[config.mk]
export PLATFORM = sky130hd
export DESIGN_NAME = dac_ch_scheduler
export DESIGN_NICKNAME = d
export VERILOG_FILES = /design/src/rtl/dac_pkg.sv /design/src/rtl/dac_ch_scheduler.sv
export SDC_FILE = /design/constraint.sdc
export NUM_CORES = 1
export LEC_CHECK = 0
export CORE_MARGIN = 8
export CORE_UTILIZATION = 46
export CTS_CLUSTER_SIZE = 8
export DETAILED_ROUTE_END_ITERATION = 16
export GPL_TIMING_DRIVEN = 0
export PLACE_DENSITY = 0.67
export SLEW_MARGIN = 10
export SYNTH_ARGS = -nofsm -noshare
export SYNTH_HDL_FRONTEND = slang
export SYNTH_SLANG_ARGS = --single-unit
[constraint.sdc]
create_clock -name clk -period 4 [get_ports clk]
set_clock_uncertainty 0.15 [all_clocks]
set_input_delay 0.8 -clock clk [delete_from_list [all_inputs] [get_ports clk]]
set_output_delay 0.8 -clock clk [all_outputs]
set_load 0.01 [all_outputs]
[src/rtl/dac_pkg.sv]
`default_nettype none
// ============================================================================
// Module      : dac_pkg
// Description : Shared types and command-word layout for the MCP4822 channel
//               scheduler.
// Revision    : 1.0 - initial release
// ============================================================================
package dac_pkg;

    typedef enum logic [1:0] {
        ST_IDLE   = 2'd0,
        ST_LAUNCH = 2'd1,
        ST_WAIT   = 2'd2,
        ST_GAP    = 2'd3
    } state_t;

    localparam int CMD_CH       = 15;
    localparam int CMD_BUF      = 14;
    localparam int CMD_GA_N     = 13;
    localparam int CMD_SHDN_N   = 12;
    localparam int CMD_CODE_MSB = 11;
    localparam int CMD_CODE_LSB = 0;

    localparam logic CH_A = 1'b0;
    localparam logic CH_B = 1'b1;

    localparam int SHADOW_W = 14;

    // Shadow layout is {ga_n, shdn_n, code}, which lines up with bits 13:0.
    function automatic logic [15:0] build_cmd(input logic ch, input logic buf_bit,
                                              input logic [SHADOW_W-1:0] shadow);
        logic [15:0] cmd;
        cmd                              = '0;
        cmd[CMD_CH]                      = ch;
        cmd[CMD_BUF]                     = buf_bit;
        cmd[CMD_GA_N:CMD_CODE_LSB]       = shadow;
        return cmd;
    endfunction

endpackage
`default_nettype wire

[src/rtl/dac_ch_scheduler.sv]
`default_nettype none
// ============================================================================
// Module      : dac_ch_scheduler
// Description : Round-robin frame sequencer for the MCP4822 SPI DAC driver with
//               shadow setpoints, watchdog and inter-frame gap.
// Revision    : 1.0 - initial release
// ============================================================================
module dac_ch_scheduler
    import dac_pkg::*;
#(
    parameter int   GAP_CYC     = 4,
    parameter int   TIMEOUT_CYC = 255,
    parameter logic BUF_BIT     = 1'b0
) (
    input  logic        clk,
    input  logic        rst_n,
    input  logic        enable,
    input  logic        upd_valid,
    output logic        upd_ready,
    input  logic        upd_ch,
    input  logic [11:0] upd_code,
    input  logic        upd_ga_n,
    input  logic        upd_shdn_n,
    input  logic        err_clr,
    output logic        drv_start,
    output logic [15:0] drv_data,
    input  logic        drv_done,
    output logic        busy,
    output logic [1:0]  pend,
    output logic        frame_done,
    output logic        frame_ch,
    output logic        err_timeout
);

    localparam int WD_W  = $clog2(TIMEOUT_CYC + 1);
    localparam int GAP_W = $clog2(GAP_CYC + 2);
    localparam logic [WD_W-1:0]  c_WD_LAST  = WD_W'(TIMEOUT_CYC - 1);
    localparam logic [GAP_W-1:0] c_GAP_LAST = GAP_W'((GAP_CYC > 0) ? GAP_CYC - 1 : 0);

    state_t              r_state;
    state_t              w_state_nxt;
    logic [SHADOW_W-1:0] r_shadow [2];
    logic [1:0]          r_pend;
    logic [1:0]          w_pend_nxt;
    logic                r_last_ch;
    logic [WD_W-1:0]     r_wd_cnt;
    logic [GAP_W-1:0]    r_gap_cnt;

    logic w_accept;
    logic w_launch;
    logic w_sel;
    logic w_done_hit;
    logic w_expire;

    assign upd_ready = ~err_timeout;
    assign busy      = (r_state != ST_IDLE);
    assign pend      = r_pend;
    assign w_accept  = upd_valid & upd_ready;

    always_ff @(posedge clk or negedge rst_n) begin
        if (!rst_n) begin
            r_state <= ST_IDLE;
        end else begin
            r_state <= w_state_nxt;
        end
    end

    always_comb begin
        w_state_nxt = r_state;
        case (r_state)
            ST_IDLE:   if (w_launch) w_state_nxt = ST_LAUNCH;
            ST_LAUNCH: w_state_nxt = ST_WAIT;
            ST_WAIT: begin
                if (w_done_hit) begin
                    w_state_nxt = (GAP_CYC > 0) ? ST_GAP : ST_IDLE;
                end else if (w_expire) begin
                    w_state_nxt = ST_IDLE;
                end
            end
            ST_GAP:    if (r_gap_cnt == c_GAP_LAST) w_state_nxt = ST_IDLE;
            default:   w_state_nxt = ST_IDLE;
        endcase
    end

    // Control strobes; a tie between both channels goes to the one not served last.
    always_comb begin
        w_sel      = CH_A;
        w_launch   = 1'b0;
        w_done_hit = 1'b0;
        w_expire   = 1'b0;
        case (r_pend)
            2'b01:   w_sel = CH_A;
            2'b10:   w_sel = CH_B;
            2'b11:   w_sel = ~r_last_ch;
            default: w_sel = CH_A;
        endcase
        if (r_state == ST_IDLE) begin
            w_launch = enable & (|r_pend) & ~err_timeout;
        end
        if (r_state == ST_WAIT) begin
            w_done_hit = drv_done;
            w_expire   = ~drv_done & (r_wd_cnt == c_WD_LAST);
        end
    end

    // Sets are applied after the launch clear so a colliding update stays pending.
    always_comb begin
        w_pend_nxt = r_pend;
        if (w_launch) w_pend_nxt[w_sel]     = 1'b0;
        if (w_expire) w_pend_nxt[r_last_ch] = 1'b1;
        if (w_accept) w_pend_nxt[upd_ch]    = 1'b1;
    end

    always_ff @(posedge clk or negedge rst_n) begin
        if (!rst_n) begin
            r_shadow[0] <= '0;
            r_shadow[1] <= '0;
            r_pend      <= '0;
            r_last_ch   <= CH_B;
            r_wd_cnt    <= '0;
            r_gap_cnt   <= '0;
            drv_start   <= 1'b0;
            drv_data    <= '0;
            frame_done  <= 1'b0;
            frame_ch    <= 1'b0;
            err_timeout <= 1'b0;
        end else begin
            r_pend     <= w_pend_nxt;
            drv_start  <= w_launch;
            frame_done <= w_done_hit;
            if (w_accept) begin
                r_shadow[upd_ch] <= {upd_ga_n, upd_shdn_n, upd_code};
            end
            if (w_launch) begin
                drv_data  <= build_cmd(w_sel, BUF_BIT, r_shadow[w_sel]);
                r_last_ch <= w_sel;
            end
            if (r_state == ST_LAUNCH) begin
                r_wd_cnt <= '0;
            end else if (r_state == ST_WAIT) begin
                r_wd_cnt <= r_wd_cnt + 1'b1;
            end
            if (w_done_hit) begin
                frame_ch  <= r_last_ch;
                r_gap_cnt <= '0;
            end else if (r_state == ST_GAP) begin
                r_gap_cnt <= r_gap_cnt + 1'b1;
            end
            if (w_expire) begin
                err_timeout <= 1'b1;
            end else if (err_clr) begin
                err_timeout <= 1'b0;
            end
        end
    end

endmodule
`default_nettype wire
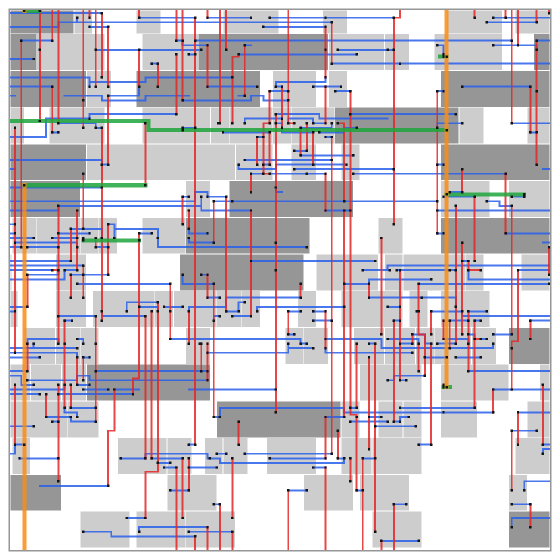
*Zoomed window*
Region (27, 8) to (67, 48) um. Cells in grey, sequential cells in the stronger grey; small squares are vias.
layer	colour
met3	green
met1	blue
met4	orange
met2	red
netlist names of flops here include	r_wd_cnt (5), r_shadow (3), pend (2)
cells with their middle in the window	102
sequential cells in the window	15
most frequent	dfrtp_1 (14), clkdlybuf4s50_1 (10), inv_1 (8)

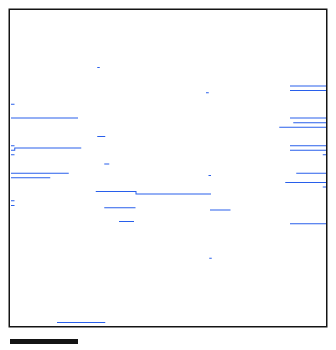
*The metal 3 layer*
Scale bar: 20 um.
nets with wire on the layer	24
main direction	horizontal
share of all routed wire	4.6%
total length of routed wires: 5.39 mm
met3 global-route usage: 3.21%
total vias in the final route: 1845

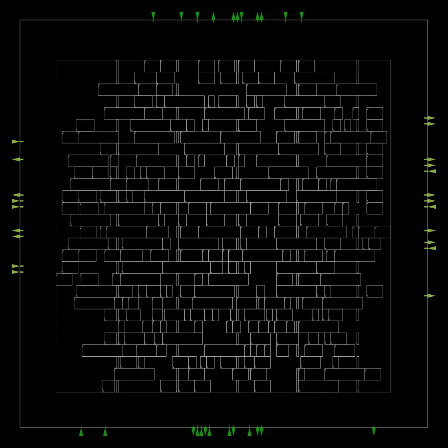
*Placement view*
sequential share of cell area: 45.4%
final core utilization: 59.4%
FF+latch count: 63
number of placement rows: 28
Filler Cells Inserted: 494

==> impl_results.rst <==
Synthesis and place-and-route
=============================

.. list-table::
   :header-rows: 1

   * - Metric
     - Value
   * - Total gr overflow
     - 0
   * - Combined area of the multi-input logic cells
     - roughly 1100 um2
   * - Start point of the worst min-delay path
     - frame_ch
   * - Worst slack, placed
     - roughly 1.2 ns
   * - Number of enable-type register cells in the synthesized netlist
     - 0
   * - Post-CTS resize count
     - 0
   * - Reg-to-reg critical path startpoint
     - r_state[0]
   * - Mean instance size in the synthesized netlist
     - between 10 and 15 um2
   * - Antenna Violating Nets Remaining
     - 0
   * - Number of stages on the worst setup path
     - 4
   * - Number of max-cap violations
     - 0
   * - Core area
     - just under 6000 um2
   * - Maximum number of pins on one net before global-route repair
     - approximately 64
   * - Hold Path Stages
     - 2
   * - Flip-flop and latch power
     - 947 uW
   * - Clock buffer depth
     - 2
   * - I/O pin cnt
     - around 45
   * - Sum of negative setup slack
     - 0 ns
   * - Adder-cell share of the synthesized area
     - under 10%
   * - Terminus of the critical flop-to-flop path
     - drv_data[1]
   * - Chip area estimate from yosys synthesis
     - about 2800 um2
   * - Quantity of I/O buffers inserted on ports
     - approximately 43
   * - Setup violation total in the final timing report
     - 0
   * - Number of antenna violations at the first check in global routing
     - 0
   * - Clock Tree Root
     - sky130_fd_sc_hd__clkbuf_8
   * - TritonCTS clock tree
     - built
   * - Start point of the critical path
     - r_state[0]
   * - Number of cells in the yosys synthesis report
     - around 230
   * - Signal buffers share of area
     - between 10 and 15%
   * - Crit-path cells
     - inv_1 -> ha_1 -> inv_1 -> clkdlybuf4s50_1
   * - RSZ-0062 raised after global routing
     - false
   * - Floorplan die area
     - 8750 um2
   * - Final Power
     - roughly 2400 uW
   * - Number of buffers created by CTS
     - 9
   * - Portion of the post-synthesis area used by sequential elements
     - between 50% and 60%
   * - Overall die width
     - between 90 and 100 um
   * - Internal
     - 1580 uW
   * - Cell type taking the most area
     - registers
   * - Final instance area
     - 3480 um2
   * - Sw frac
     - about a third
   * - Floorplan net count
     - roughly 260
   * - Non-Filler Instances
     - about 360
   * - Largest driver fanout on the critical path
     - 5
   * - Combinational group power
     - roughly 920 uW
   * - CP max-delay cell
     - sky130_fd_sc_hd__clkdlybuf4s50_1
   * - Wire length on met2
     - around 2.5 mm
   * - Antenna diodes
     - 0
   * - Post-synth mux share
     - a little under a fifth
   * - Area share of xor/xnor cells in the synthesized design
     - about 1.3%
   * - Min-delay worst type
     - flop to flop
   * - Buffers inserted during post-CTS setup optimization
     - 0
   * - Met1 global-route usage
     - between 10% and 20%
   * - Category of the worst setup path capture point
     - output port
   * - Met2 demand-to-capacity share in global routing
     - a little over a fifth
   * - Worst-case setup margin in the final layout
     - 1.40 ns
   * - Compound-gate portion of the synthesized area
     - under 10%
   * - Inverter count of the layout excluding clock inverters
     - 12
   * - Total standard cell area after synthesis
     - between 2000 and 3000 um2
   * - Part of the power in the clock network
     - between 20% and 30%
   * - # clk buffers
     - 10
   * - Combinational Gates
     - ~140
   * - Via density per instance
     - 5.13
   * - Starting density of the core
     - between 40% and 50%
   * - Endpoint of the worst setup timing path
     - busy
   * - Pwr per Cell Area
     - just under 700 nW/um2
   * - Pin slew with the least headroom to its limit
     - slightly below 0.8 ns
   * - Final weighted congestion of routability-driven global placement
     - roughly 0.79
   * - Status
     - complete, no violations
   * - Total cell area at the placement stage
     - ~3300 um2
   * - Number of global-route vias before repair
     - about 1900
   * - Total tool warning count
     - 31
   * - Worst voltage drop across the vdd grid
     - approximately 0.35 mV
   * - Crit path buf inv count
     - 3
   * - Final critical-path share of the clock period
     - between 60% and 70%
   * - End point of the worst hold path
     - frame_ch
   * - Logic share of the area
     - 31.2%
   * - Slew HR
     - around half
   * - Half-perimeter wire length after placement
     - about 3.8 mm
   * - Clock transition at the registers of the reported paths
     - approximately 0.07 ns
   * - # H-tree levels
     - 3
   * - Final max-slew violation count
     - 0
   * - Required time of the worst setup path
     - around 3.1 ns
   * - Tightest hold margin
     - 0.331 ns
   * - Data arrival at the endpoint of the critical path
     - between 1.5 and 2 ns
   * - Number of register bits inferred by synthesis
     - 63
   * - Largest power group
     - registers
   * - Fraction of area in clock buffers and inverters
     - 5.44%
   * - Number of design rule violations left after detail routing
     - 0
   * - Async set-or-reset flop fraction in the synthesized netlist
     - 100%
   * - Detailed router's first-iteration violation count
     - ~62
   * - Yosys warning count
     - 0
   * - Hold buffers post-CTS
     - 0
   * - Die Span Y
     - between 90 and 100 um
   * - Drt wl/cell
     - around 15 um
   * - Final Hold Vio Count
     - 0
   * - Dominant Register Cell
     - sky130_fd_sc_hd__dfrtp_1
   * - # nets final
     - a little over 300
   * - Most used routing layer
     - met2
   * - Area growth from synthesis to layout
     - 25.7%
   * - Commonest non-fill, non-tap cell in the layout
     - sky130_fd_sc_hd__dfrtp_1
   * - Most frequent cells in the layout
     - 62 x sky130_fd_sc_hd__dfrtp_1, 42 x sky130_fd_sc_hd__clkdlybuf4s50_1, 31 x sky130_fd_sc_hd__mux2_2
   * - Detail Route met3 WL
     - approximately 250 um
   * - Power of the clock network
     - about 530 uW
   * - Top comb family, area
     - multiplexers
   * - Switching pwr
     - ~820 uW
   * - Critical Path Source Type
     - flop
   * - Simple-Gate Fraction of Synth Area
     - under 10%
   * - Top routing layer in use
     - met4
   * - Maximum achievable frequency
     - around 380 MHz
   * - Number of cells produced by synthesis
     - about 230
registers in the layout, indices dropped and copies added, names as in the netlist:
register / flops
r_gap_cnt: 3
pend: 2
drv_start: 1
frame_done: 1
r_state: 2
frame_ch: 1
drv_data: 15
r_last_ch: 1
r_shadow: 28
r_wd_cnt: 8
err_timeout: 1
synth_stat cells (all sizes together) (2+ instances only):
cell type | instances | area, um2
o21ai | 23 | 119
a21oi | 5 | 28.8
xnor2 | 3 | 26.3
nand3 | 4 | 20.0
mux2i | 17 | 170
dfrtp | 62 | 1550
inv | 12 | 45.0
buf | 8 | 55.1
nor2 | 10 | 37.5
o31ai | 3 | 22.5
nand2 | 20 | 75.1
ha | 9 | 113
mux2 | 31 | 349
nand4 | 2 | 12.5
nand2b | 4 | 25.0
No activity file was given, so power comes from the tool's default toggle rates.
